===== config.mk =====
export PLATFORM = sky130hd
export DESIGN_NAME = disp_sched_flat
export DESIGN_NICKNAME = d
export VERILOG_FILES = /design/src/rtl/disp_sched_pkg.sv /design/src/rtl/disp_sched_if.sv /design/src/rtl/disp_sched_scan_timer.sv /design/src/rtl/disp_sched.sv /design/src/flat_wrapper.sv
export SDC_FILE = /design/constraint.sdc
export NUM_CORES = 1
export LEC_CHECK = 0
export CORE_MARGIN = 10
export CORE_UTILIZATION = 40
export CTS_CLUSTER_SIZE = 20
export DETAILED_ROUTE_END_ITERATION = 7
export PLACE_DENSITY_LB_ADDON = 0.12
export SLEW_MARGIN = 10
export SYNTH_ARGS = -nofsm -noshare
export SYNTH_HDL_FRONTEND = slang
export SYNTH_SLANG_ARGS = --single-unit

===== constraint.sdc =====
create_clock -name clk -period 2.6 [get_ports clk]
set_clock_uncertainty 0.15 [all_clocks]
set_input_delay 0.52 -clock clk [delete_from_list [all_inputs] [get_ports clk]]
set_output_delay 0.52 -clock clk [all_outputs]
set_load 0.05 [all_outputs]

===== src/rtl/disp_sched_pkg.sv =====
`default_nettype none
// ============================================================================
//  Module   : disp_pkg
//  Purpose  : Shared types and constants for the display scheduler.
//             state_t    - scheduler states
//             BLANK_CODE - digit code the segment decoder renders as blank
//             AN_OFF     - anode pattern with every digit disabled
//             an_decode  - scan index to active-low one-hot anode pattern
//  Revision : 1.0 - initial release
// ============================================================================
package disp_pkg;

    typedef enum logic [1:0] {
        SHOW_CREDIT = 2'd0,
        SHOW_MSG    = 2'd1,
        GAP         = 2'd2
    } state_t;

    localparam logic [3:0] BLANK_CODE = 4'hF;
    localparam logic [3:0] AN_OFF     = 4'b1111;

    function automatic logic [3:0] an_decode(input logic [1:0] s);
        logic [3:0] an;
        case (s)
            2'd0:    an = 4'b1110;
            2'd1:    an = 4'b1101;
            2'd2:    an = 4'b1011;
            default: an = 4'b0111;
        endcase
        return an;
    endfunction

endpackage
`default_nettype wire


===== src/rtl/disp_sched_if.sv =====
`default_nettype none
// ============================================================================
//  Module   : disp_sched_if
//  Purpose  : Message takeover handshake between a requester and the
//             display scheduler.
//             msg_req  - level request, held until acked
//             msg_bcd  - 4 message codes, stable while msg_req is high
//             msg_ack  - one-cycle pulse when msg_bcd is captured
//             busy     - scheduler is showing a message or the gap frame
//  Revision : 1.0 - initial release
// ============================================================================
interface disp_sched_if;
    logic        msg_req;
    logic [15:0] msg_bcd;
    logic        msg_ack;
    logic        busy;

    modport master (output msg_req, output msg_bcd, input  msg_ack, input  busy);
    modport slave  (input  msg_req, input  msg_bcd, output msg_ack, output busy);
endinterface
`default_nettype wire


===== src/rtl/disp_sched_scan_timer.sv =====
`default_nettype none
// ============================================================================
//  Module   : scan_timer
//  Purpose  : Digit-slot prescaler and 2-bit scan index for the display.
//             clk, clr     - clock, asynchronous active-high reset
//             tick_o       - last cycle of the current digit slot
//             s_o          - scan index of the current digit slot
//             frame_end_o  - tick on the last slot (S=3) of a frame
//  Revision : 1.0 - initial release
// ============================================================================
module scan_timer #(
    parameter int REFRESH_DIV = 100000
) (
    input  wire logic       clk,
    input  wire logic       clr,
    output logic            tick_o,
    output logic [1:0]      s_o,
    output logic            frame_end_o
);

    localparam int             PW         = (REFRESH_DIV > 1) ? $clog2(REFRESH_DIV) : 1;
    localparam logic [PW-1:0]  PRESC_LAST = PW'(REFRESH_DIV - 1);

    logic [PW-1:0] presc_q;
    logic [1:0]    s_q;

    assign tick_o      = (presc_q == PRESC_LAST);
    assign s_o         = s_q;
    assign frame_end_o = tick_o && (s_q == 2'd3);

    always_ff @(posedge clk or posedge clr) begin
        if (clr) begin
            presc_q <= '0;
            s_q     <= 2'd0;
        end else if (tick_o) begin
            presc_q <= '0;
            s_q     <= s_q + 2'd1;
        end else begin
            presc_q <= presc_q + 1'b1;
        end
    end

endmodule
`default_nettype wire


===== src/rtl/disp_sched.sv =====
`default_nettype none
// ============================================================================
//  Module   : disp_sched
//  Purpose  : Scheduler for a 4-digit multiplexed 7-segment display. Shows
//             the credit with leading-zero suppression, or a captured
//             message for HOLD_FRAMES full frames followed by one blank frame.
//             clk, clr    - clock, asynchronous active-high reset
//             credit_bcd  - live credit, 4 BCD digits, [3:0] rightmost
//             blank       - forces all anodes off, scan keeps running
//             bus         - message handshake (slave side)
//             AN          - active-low anodes, registered
//             DIG         - code for the enabled digit, 0xF = blank
//  Revision : 1.0 - initial release
// ============================================================================
module disp_sched
    import disp_pkg::*;
#(
    parameter int REFRESH_DIV = 100000,
    parameter int HOLD_FRAMES = 500
) (
    input  wire logic        clk,
    input  wire logic        clr,
    input  wire logic [15:0] credit_bcd,
    input  wire logic        blank,
    disp_sched_if.slave      bus,
    output logic [3:0]       AN,
    output logic [3:0]       DIG
);

    localparam int             FCW       = (HOLD_FRAMES > 0) ? $clog2(HOLD_FRAMES + 1) : 1;
    localparam logic [FCW-1:0] HOLD_LAST = FCW'(HOLD_FRAMES - 1);

    logic           w_tick;
    logic [1:0]     w_s;
    logic           w_frame_end;

    state_t         state_q;
    logic [15:0]    msg_q;
    logic [FCW-1:0] frame_cnt_q;
    logic           skip_q;
    logic           ack_q;
    logic           busy_q;
    logic [3:0]     an_q;
    logic [3:0]     dig_q;

    logic [3:0]     an_d;
    logic [3:0]     dig_d;
    logic [3:0]     w_cred_nib;
    logic           w_cred_lz;

    scan_timer #(
        .REFRESH_DIV (REFRESH_DIV)
    ) u_scan_timer (
        .clk         (clk),
        .clr         (clr),
        .tick_o      (w_tick),
        .s_o         (w_s),
        .frame_end_o (w_frame_end)
    );

    // Digit 0 is never suppressed so a zero credit still reads "0".
    always_comb begin
        w_cred_nib = credit_bcd[{w_s, 2'b00} +: 4];
        case (w_s)
            2'd3:    w_cred_lz = (credit_bcd[15:12] == 4'd0);
            2'd2:    w_cred_lz = (credit_bcd[15:8]  == 8'd0);
            2'd1:    w_cred_lz = (credit_bcd[15:4]  == 12'd0);
            default: w_cred_lz = 1'b0;
        endcase

        case (state_q)
            SHOW_MSG: dig_d = msg_q[{w_s, 2'b00} +: 4];
            GAP:      dig_d = BLANK_CODE;
            default:  dig_d = w_cred_lz ? BLANK_CODE : w_cred_nib;
        endcase

        an_d = (blank || state_q == GAP) ? AN_OFF : an_decode(w_s);
    end

    always_ff @(posedge clk or posedge clr) begin
        if (clr) begin
            state_q     <= SHOW_CREDIT;
            msg_q       <= 16'hFFFF;
            frame_cnt_q <= '0;
            skip_q      <= 1'b0;
            ack_q       <= 1'b0;
            busy_q      <= 1'b0;
            an_q        <= AN_OFF;
            dig_q       <= BLANK_CODE;
        end else begin
            an_q  <= an_d;
            dig_q <= dig_d;
            ack_q <= 1'b0;
            case (state_q)
                SHOW_CREDIT: begin
                    if (bus.msg_req) begin
                        msg_q       <= bus.msg_bcd;
                        ack_q       <= 1'b1;
                        busy_q      <= 1'b1;
                        frame_cnt_q <= '0;
                        // The frame in progress at capture is partial and is
                        // not counted, unless it ends on this very cycle.
                        skip_q      <= !(w_tick && w_s == 2'd3);
                        state_q     <= SHOW_MSG;
                    end
                end
                SHOW_MSG: begin
                    if (w_frame_end) begin
                        if (skip_q) begin
                            skip_q <= 1'b0;
                        end else begin
                            frame_cnt_q <= frame_cnt_q + 1'b1;
                            if (frame_cnt_q == HOLD_LAST) begin
                                state_q <= GAP;
                            end
                        end
                    end
                end
                GAP: begin
                    if (w_frame_end) begin
                        state_q <= SHOW_CREDIT;
                        busy_q  <= 1'b0;
                    end
                end
                default: begin
                    state_q <= SHOW_CREDIT;
                    busy_q  <= 1'b0;
                end
            endcase
        end
    end

    assign AN          = an_q;
    assign DIG         = dig_q;
    assign bus.msg_ack = ack_q;
    assign bus.busy    = busy_q;

endmodule
`default_nettype wire


===== src/flat_wrapper.sv =====
// flat-port wrapper written by rule: the top's interface ports become plain ports
module disp_sched_flat import disp_pkg::*;
#(
    parameter int REFRESH_DIV = 100000,
    parameter int HOLD_FRAMES = 500
)
  (clk, clr, credit_bcd, blank, AN, DIG, bus_msg_req, bus_msg_bcd, bus_msg_ack, bus_busy);
  disp_sched_if bus_i ();
  input  wire logic clk;
  input  wire logic clr;
  input  wire logic [15:0] credit_bcd;
  input  wire logic blank;
  output logic [3:0] AN;
  output logic [3:0] DIG;
  input wire logic [$bits(bus_i.msg_req)-1:0] bus_msg_req;
  input wire logic [$bits(bus_i.msg_bcd)-1:0] bus_msg_bcd;
  output wire logic [$bits(bus_i.msg_ack)-1:0] bus_msg_ack;
  output wire logic [$bits(bus_i.busy)-1:0] bus_busy;
  assign bus_i.msg_req = bus_msg_req;
  assign bus_i.msg_bcd = bus_msg_bcd;
  assign bus_msg_ack = bus_i.msg_ack;
  assign bus_busy = bus_i.busy;
  disp_sched #(.REFRESH_DIV(REFRESH_DIV), .HOLD_FRAMES(HOLD_FRAMES)) u_core (.clk(clk), .clr(clr), .credit_bcd(credit_bcd), .blank(blank), .bus(bus_i), .AN(AN), .DIG(DIG));
endmodule

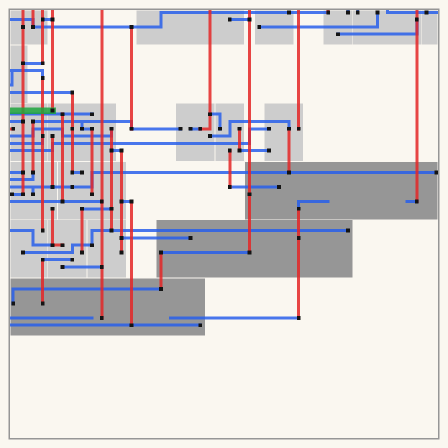
**Above:** close-up of the layout.
Window x 70 to 90, y 17 to 37 µm. Cells in grey, sequential cells in the stronger grey; small squares are vias.
[red] met2
[green] met3
[blue] met1
most frequent: dfrtp_1 (3)
netlist names of flops here include: `u_core.frame_cnt_q` (2), `u_core.skip_q` (1)
cells with their middle in the window: 17
sequential cells in the window: 3

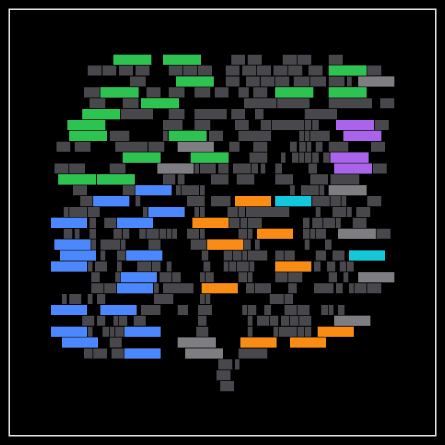
**Above:** register map, names as in the netlist.
Scale: 4 px per µm.
[green] `u_core.msg_q` | sequential cells: 16
[purple] `u_core.DIG` | sequential cells: 4
[cyan] `u_core.state_q` | sequential cells: 2
[orange] `u_core.frame_cnt_q` | sequential cells: 9
[blue] `u_core.u_scan_timer.presc_q` | sequential cells: 17
not coloured: 9
Storage cell area: 1456 µm²
proportion of cell area occupied by registers: 38.34%
seq pwr: 1.22 mW
final core occ: 52.37%

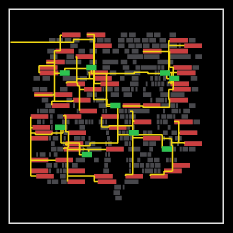
**Above:** clock distribution.
Scale: 2 px per µm.
[yellow] clock wires | length: 811 µm
[red] flip-flops | count: 57
[green] cells driving clock nets | count: 9
routed clock nets: 10
Clk. pwr: 0.880 mW
clock share of power: 29.6%
insertion delay at the late pin of the worst-skew pair: 340 ps

==> run summary <==
impl run done, here's what came out: adder share=5.044%, fin nets=367, Psw=0.8902 mW, YS chip area=2977 µm², Hold Vio Cnt, Final=0, met3 Usage GRT=4.710%, Critical R2R Capture=u_core.frame_cnt_q[4], final antenna-violating net count=0, layout cells sized above 1=23.46%, CTS Sinks=57, combinational gate area=1444 µm², vias in the first global route=2,324, clk buf depth=2, Sequential Power Share=41.1%, die height=106.3 µm, most numerous logic cells after layout=clkdlybuf4s50_1, dfrtp_1, nor2_1, crit start category=flop, main flop type=dfrtp_1, Total Routing Usage GR=12.17%, outcome=completed, TritonCTS Buffers=9, met2 Track Usage GR=19.48%, Synthesized registers=57, antenna violations before repair=0, PwrDens=781.8 nW/µm², total power draw=2.970 mW, Max-Cap Viols=0, type of the worst min-delay path=flop to flop, crit path kind=flop to flop, number of non-clock inverters in the layout=9, setup ws final=210.8 ps, CTS clk-pin slew, worst paths=70 ps, Yosys cell types=47, worst min-delay path startpoint=u_core.u_scan_timer.presc_q[0], most frequent cell after synthesis=dfrtp_1, Chip Area=11,290 µm², switching power share of the total=29.98%, first-pass GRT wire length=11,130 µm, XOR/XNOR Area Share=4.414%, Routed WL=6418 µm
==> critical path, stage by stage, from the launching register on <==
cell	delay, ps
dfrtp_1	420
or4b_4	570
nor4_4	480
and3_1	330
nor2_1	60
a221o_1	250
==> power by group through the flow <==
| stage | Sequential, mW | Combinational (mW) | Clock [mW] |
|---|---|---|---|
| 3_5_place_dp | 1.24 | 0.870 | 0 |
| 6_report | 1.22 | 0.868 | 0.880 |
| 2_1_floorplan | 1.38 | 0.436 | 0 |
| 3_3_place_gp | 1.24 | 0.867 | 0 |
| 4_1_cts | 1.22 | 0.873 | 0.913 |
| 5_1_grt | 1.24 | 0.945 | 0.947 |
Power and IR drop assume default switching activity.
